File: src/rtl/bc_pulse_gen.sv
// bc_pulse_gen: pulse-train transmitter for the 2-bit pulse counter.
//
// A start request in IDLE loads a count N. The block then drives exactly N
// single-cycle pulses on x, separated by GAP idle cycles. After the last
// pulse it strobes done for one cycle. Pulses launch on the rising edge, so
// a counter that samples on the falling edge sees x stable for half a cycle.
//
// Optional feature: define BC_PG_ABORT_EN to add the abort input. It forces
// an early finish from PULSE or GAP.
//
// Parameters:
//   WIDTH      width of count / remaining (max pulses = 2^WIDTH-1)
//   GAP        idle cycles between consecutive pulses, 0..15
// Ports:
//   clk        clock; all state changes on the rising edge
//   reset      asynchronous active-low reset
//   start      run request, sampled only in IDLE
//   count      number of pulses, captured on the accepting edge
//   abort      (BC_PG_ABORT_EN only) early termination from PULSE/GAP
//   x          pulse output, decoded from registered state
//   busy       high in PULSE and GAP
//   done       one-cycle completion strobe
//   remaining  pulses still to send; holds its value in IDLE/DONE
module bc_pulse_gen #(
  parameter int unsigned WIDTH = 2,
  parameter int unsigned GAP   = 1
) (
  input  logic             clk,
  input  logic             reset,
  input  logic             start,
  input  logic [WIDTH-1:0] count,
`ifdef BC_PG_ABORT_EN
  input  logic             abort,
`endif
  output logic             x,
  output logic             busy,
  output logic             done,
  output logic [WIDTH-1:0] remaining
);

  typedef enum logic [1:0] {
    S_IDLE  = 2'd0,
    S_PULSE = 2'd1,
    S_GAP   = 2'd2,
    S_DONE  = 2'd3
  } state_t;

  // Reload value for the gap counter: the counter reaches 0 in the last gap cycle.
  localparam logic [3:0] GAP_INIT = 4'((GAP == 0) ? 0 : GAP - 1);

  state_t           state, state_n;
  logic [WIDTH-1:0] rem_n;
  logic [WIDTH-1:0] rem_dec;
  logic [3:0]       gap_cnt, gap_n;

  always_ff @(posedge clk or negedge reset) begin
    if (!reset) begin
      state     <= S_IDLE;
      remaining <= '0;
      gap_cnt   <= '0;
    end else begin
      state     <= state_n;
      remaining <= rem_n;
      gap_cnt   <= gap_n;
    end
  end

  assign rem_dec = remaining - WIDTH'(1);

  always_comb begin
    state_n = state;
    rem_n   = remaining;
    gap_n   = gap_cnt;
    unique case (state)
      S_IDLE: begin
        if (start) begin
          if (count != '0) begin
            rem_n   = count;
            state_n = S_PULSE;
          end else begin
            state_n = S_DONE;
          end
        end
      end
      S_PULSE: begin
        rem_n = rem_dec;
        if (rem_dec == '0) begin
          state_n = S_DONE;
        end else if (GAP == 0) begin
          state_n = S_PULSE;
        end else begin
          state_n = S_GAP;
          gap_n   = GAP_INIT;
        end
      end
      S_GAP: begin
        if (gap_cnt == '0) begin
          state_n = S_PULSE;
        end else begin
          gap_n = gap_cnt - 4'd1;
        end
      end
      S_DONE: begin
        state_n = S_IDLE;
      end
      default: begin
        state_n = S_IDLE;
      end
    endcase
`ifdef BC_PG_ABORT_EN
    // The abort overrides the next state only. In PULSE, remaining still
    // takes the decrement because that pulse has already been sent.
    if (abort && ((state == S_PULSE) || (state == S_GAP))) begin
      state_n = S_DONE;
    end
`endif
  end

  always_comb begin
    x    = (state == S_PULSE);
    busy = (state == S_PULSE) || (state == S_GAP);
    done = (state == S_DONE);
  end

endmodule

File: config.mk
export PLATFORM = sky130hd
export DESIGN_NAME = bc_pulse_gen
export DESIGN_NICKNAME = d
export VERILOG_FILES = /design/src/rtl/bc_pulse_gen.sv
export SDC_FILE = /design/constraint.sdc
export NUM_CORES = 1
export LEC_CHECK = 0
export CORE_AREA = 2 2 39 41
export DETAILED_ROUTE_END_ITERATION = 6
export DIE_AREA = 0 0 41 43
export PLACE_DENSITY_LB_ADDON = 0.3
export RECOVER_POWER = 100
export SLEW_MARGIN = 20
export SYNTH_ARGS = -nofsm -noshare
export SYNTH_HDL_FRONTEND = slang
export SYNTH_SLANG_ARGS = --single-unit
File: constraint.sdc
create_clock -name clk -period 3.2 [get_ports clk]
set_clock_uncertainty 0.1 [all_clocks]
set_input_delay 0.64 -clock clk [delete_from_list [all_inputs] [get_ports clk]]
set_output_delay 0.64 -clock clk [all_outputs]
set_load 0.02 [all_outputs]
==> datasheet_impl.txt, run 1 <==
Characteristics after synthesis and place and route

Parameter                              Value

Clock network
  Clock tree from TritonCTS .................. done
  Root buffer cell .................. sky130_fd_sc_hd__clkbuf_4
  Post-CTS Repair Setup Buffers .................. 0

Layout
  Multi-input combinational cell area .................. 362 um2
  Fillers .................. 135
  Clk tree area frac .................. 3.14%
  Comb_multi_in .................. 48
  Number of flip-flops in the largest register .................. 4
  Largest registers ranked by flip-flop count .................. gap_cnt x4, remaining x2, state x2
  Dominant logic cell types in the final layout .................. sky130_fd_sc_hd__ha_1 (8), sky130_fd_sc_hd__dfrtp_1 (8), sky130_fd_sc_hd__dlygate4sd3_1 (7), sky130_fd_sc_hd__inv_1 (6), sky130_fd_sc_hd__a21oi_1 (6)
  Layout clock buffers .................. 3

Worst setup path
  Critical Path End .................. x
  Total buffers and inverters traversed by the critical path .................. 2
  Setup crit end kind .................. output port
  Delay of the slowest cell on the worst path .................. 0.72 ns
  WP data required .................. 2.46 ns
  Worst-path fanout max .................. 9

Job
  Count of warning messages emitted by the tools .................. 31

Drt
  Average wire per standard cell .................. 12.3 um
  Met1 routed wirelength after detailed routing .................. 576 um
  Number of routed nets with antenna violations .................. 0
  Uppermost layer routed .................. met4
  DRC violations left .................. 0

Min path
  Hold Path Cell Cnt .................. 1

Global routing
  Layer with the highest usage .................. met1
  Initial antenna violation count .................. 0
  Total overflow reported by the global router .................. 0
  GR Util met1 .................. 22.9%
  Pin count of the biggest net entering global routing .................. 10

Synth
  Synth top area share .................. 33.6%
  Synthesized cell area .................. 596 um2
  Leading area contributor after synthesis .................. sky130_fd_sc_hd__dfrtp_1
  Xor/xnor share of the synthesized area .................. 0%
  Fa+ha+maj area frac .................. 16.8%
  Simple logic cell fraction of the synthesized area .................. 16.0%
  Average instance area after synthesis .................. 9.45 um2
  Synth Area in Compound Gates .................. 25.8%

Power and ir drop
  Internal cell power .................. 354 uW
  Power consumed by the clock network .................. 75.5 uW
  Clock group share of total power .................. 12.0%
  Net switching power .................. 276 uW
  Top Consumer .................. combinational logic
  Static leakage power .................. 0.320 nW

Status
  Outcome .................. completed

Timing
  Summed negative setup slack over all endpoints .................. 0 ns

Die
  Boundary Pins .................. 10
  Number of well-tap cells placed .................. 16
  Core Density at Floorplan .................. 43.0%
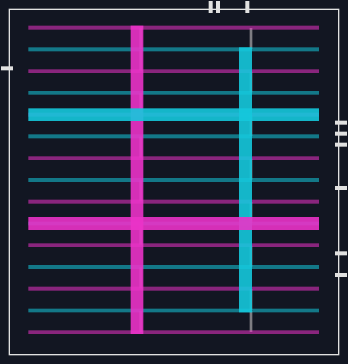
Run 1: power grid
Drawn at 8 px/um. Pins as bars on the die edge. Tap cells in gray.
Cyan shows VDD. Magenta shows VSS.
16 tap cells. 15 met1 rails follow the rows. The core has 14 rows.
core area: 0.00138 mm2
die outline width: 41 um
overall die height: 43 um
maximum VDD drop: 341 uV

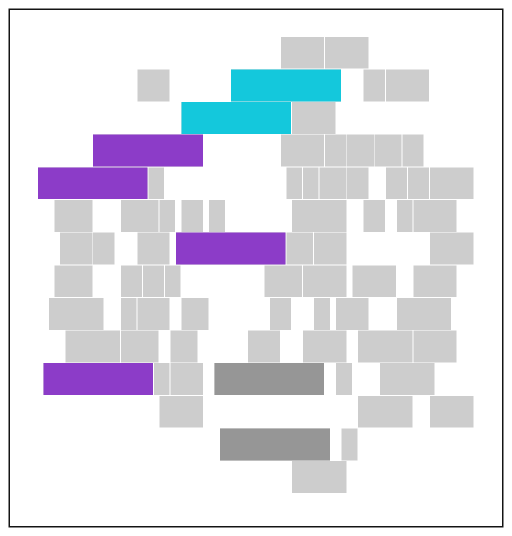
Run 1: where the registers sit
Drawn at 12 px/um. Other sequential cells in the stronger gray, the rest of the logic in the fainter gray.
Purple shows gap_cnt, sequential cells 4. Cyan shows remaining, sequential cells 2.
Another 2 sequential cells are not colored.
seq pwr: 153 uW
share of the core filled with cells: 51.8%
Sequential Area: 200 um2
flop share of the area: 27.9%

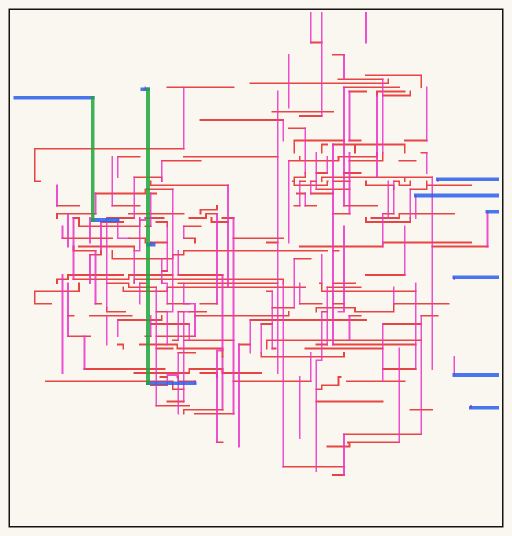
Run 1: signal wires by layer
Drawn at 12 px/um.
Green shows metal 4, wire length 34.7 um. Red shows metal 1, wire length 576 um. Blue shows metal 3, wire length 34.8 um. Magenta shows metal 2, wire length 459 um.
DR vias: 495
GRT Overall Usage: 16.8%
Routed WL: 1100 um

==> run 2, diff against run 1 <==
==> constraint.sdc (replaced) <==
create_clock -name clk -period 2.4 [get_ports clk]
set_clock_uncertainty 0.1 [all_clocks]
set_input_delay 0.48 -clock clk [delete_from_list [all_inputs] [get_ports clk]]
set_output_delay 0.48 -clock clk [all_outputs]
set_load 0.02 [all_outputs]
==> run 2 against run 1 <==
Net effect:
- final area grew 0.35%
- synthesized area is the same
- clock power grew 35%
- worst hold slack gained 0.00089 ns
- critical path depth is the same
- combinational power grew 38%
- setup slack lost 0.50 ns
- routed wire length grew 3.3%
- sequential cell count is the same
==> datasheet_impl.txt, run 2 <==
Characteristics after synthesis and place and route

Parameter                              Value

Synth
  Xor/xnor share of the synthesized area .................. 0% (unchanged)
  Average instance area after synthesis .................. 9.45 um2 (unchanged)
  Simple logic cell fraction of the synthesized area .................. 16.0% (unchanged)
  Leading area contributor after synthesis .................. sky130_fd_sc_hd__dfrtp_1
  Fa+ha+maj area frac .................. 16.8% (unchanged)
  Synth top area share .................. 33.6% (unchanged)
  Synthesized cell area .................. 596 um2 (unchanged)
  Synth Area in Compound Gates .................. 25.8% (unchanged)

Worst setup path
  Total buffers and inverters traversed by the critical path .................. 2 (unchanged)
  WP data required .................. 1.82 ns (-0.64 ns)
  Setup crit end kind .................. output port
  Worst-path fanout max .................. 9 (unchanged)
  Critical Path End .................. x

Power and ir drop
  Top Consumer .................. combinational logic
  Seq pwr .................. 203 uW (+33%)
  Clock group share of total power .................. 11.8% (-0.2 points)
  Power consumed by the clock network .................. 102 uW (+35%)
  Maximum VDD drop .................. 459 uV (+35%)
  Static leakage power .................. 0.317 nW (-0.86%)

Status
  Outcome .................. completed

Die
  Core Density at Floorplan .................. 43.0% (unchanged)
  Die outline width .................. 41 um (unchanged)
  Overall die height .................. 43 um (unchanged)
  Boundary Pins .................. 10 (unchanged)

Layout
  Sequential Area .................. 200 um2 (unchanged)
  Comb_multi_in .................. 48 (unchanged)
  Flop share of the area .................. 27.8% (-0.097 points)
  Fillers .................. 148 (+9.6%)
  Share of the core filled with cells .................. 52.0% (+0.18 points)
  Largest registers ranked by flip-flop count .................. gap_cnt x4, remaining x2, state x2
  Number of flip-flops in the largest register .................. 4 (unchanged)
  Dominant logic cell types in the final layout .................. sky130_fd_sc_hd__dfrtp_1 (8), sky130_fd_sc_hd__ha_1 (7), sky130_fd_sc_hd__inv_1 (6), sky130_fd_sc_hd__a21oi_1 (6), sky130_fd_sc_hd__dlygate4sd3_1 (5)

Global routing
  Total overflow reported by the global router .................. 0 (unchanged)
  Layer with the highest usage .................. met2
  GR Util met1 .................. 22.2% (-0.67 points)
  Pin count of the biggest net entering global routing .................. 10 (unchanged)

Drt
  DRC violations left .................. 0 (unchanged)
  Number of routed nets with antenna violations .................. 0 (unchanged)
  Uppermost layer routed .................. met4
  Met1 routed wirelength after detailed routing .................. 568 um (-1.4%)

Job
  Count of warning messages emitted by the tools .................. 31 (unchanged)

Clock network
  Post-CTS Repair Setup Buffers .................. 0 (unchanged)
  Root buffer cell .................. sky130_fd_sc_hd__clkbuf_4

Timing
  Summed negative setup slack over all endpoints .................. 0 ns (unchanged)

Placed design
  DPL Wire Length .................. 886 um
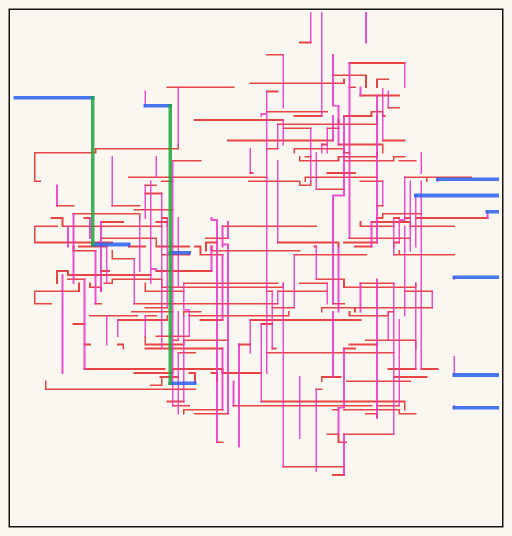
Run 2: signal wires by layer
Drawn at 12 px/um.
Green shows metal 4, wire length 35.4 um. Blue shows metal 3, wire length 38.4 um. Red shows metal 1, wire length 569 um. Magenta shows metal 2, wire length 498 um.
GRT Overall Usage: 16.5%
average wire per standard cell: 12.7 um
DR vias: 502
Routed WL: 1140 um

No activity file was given, so power comes from the tool's default toggle rates.
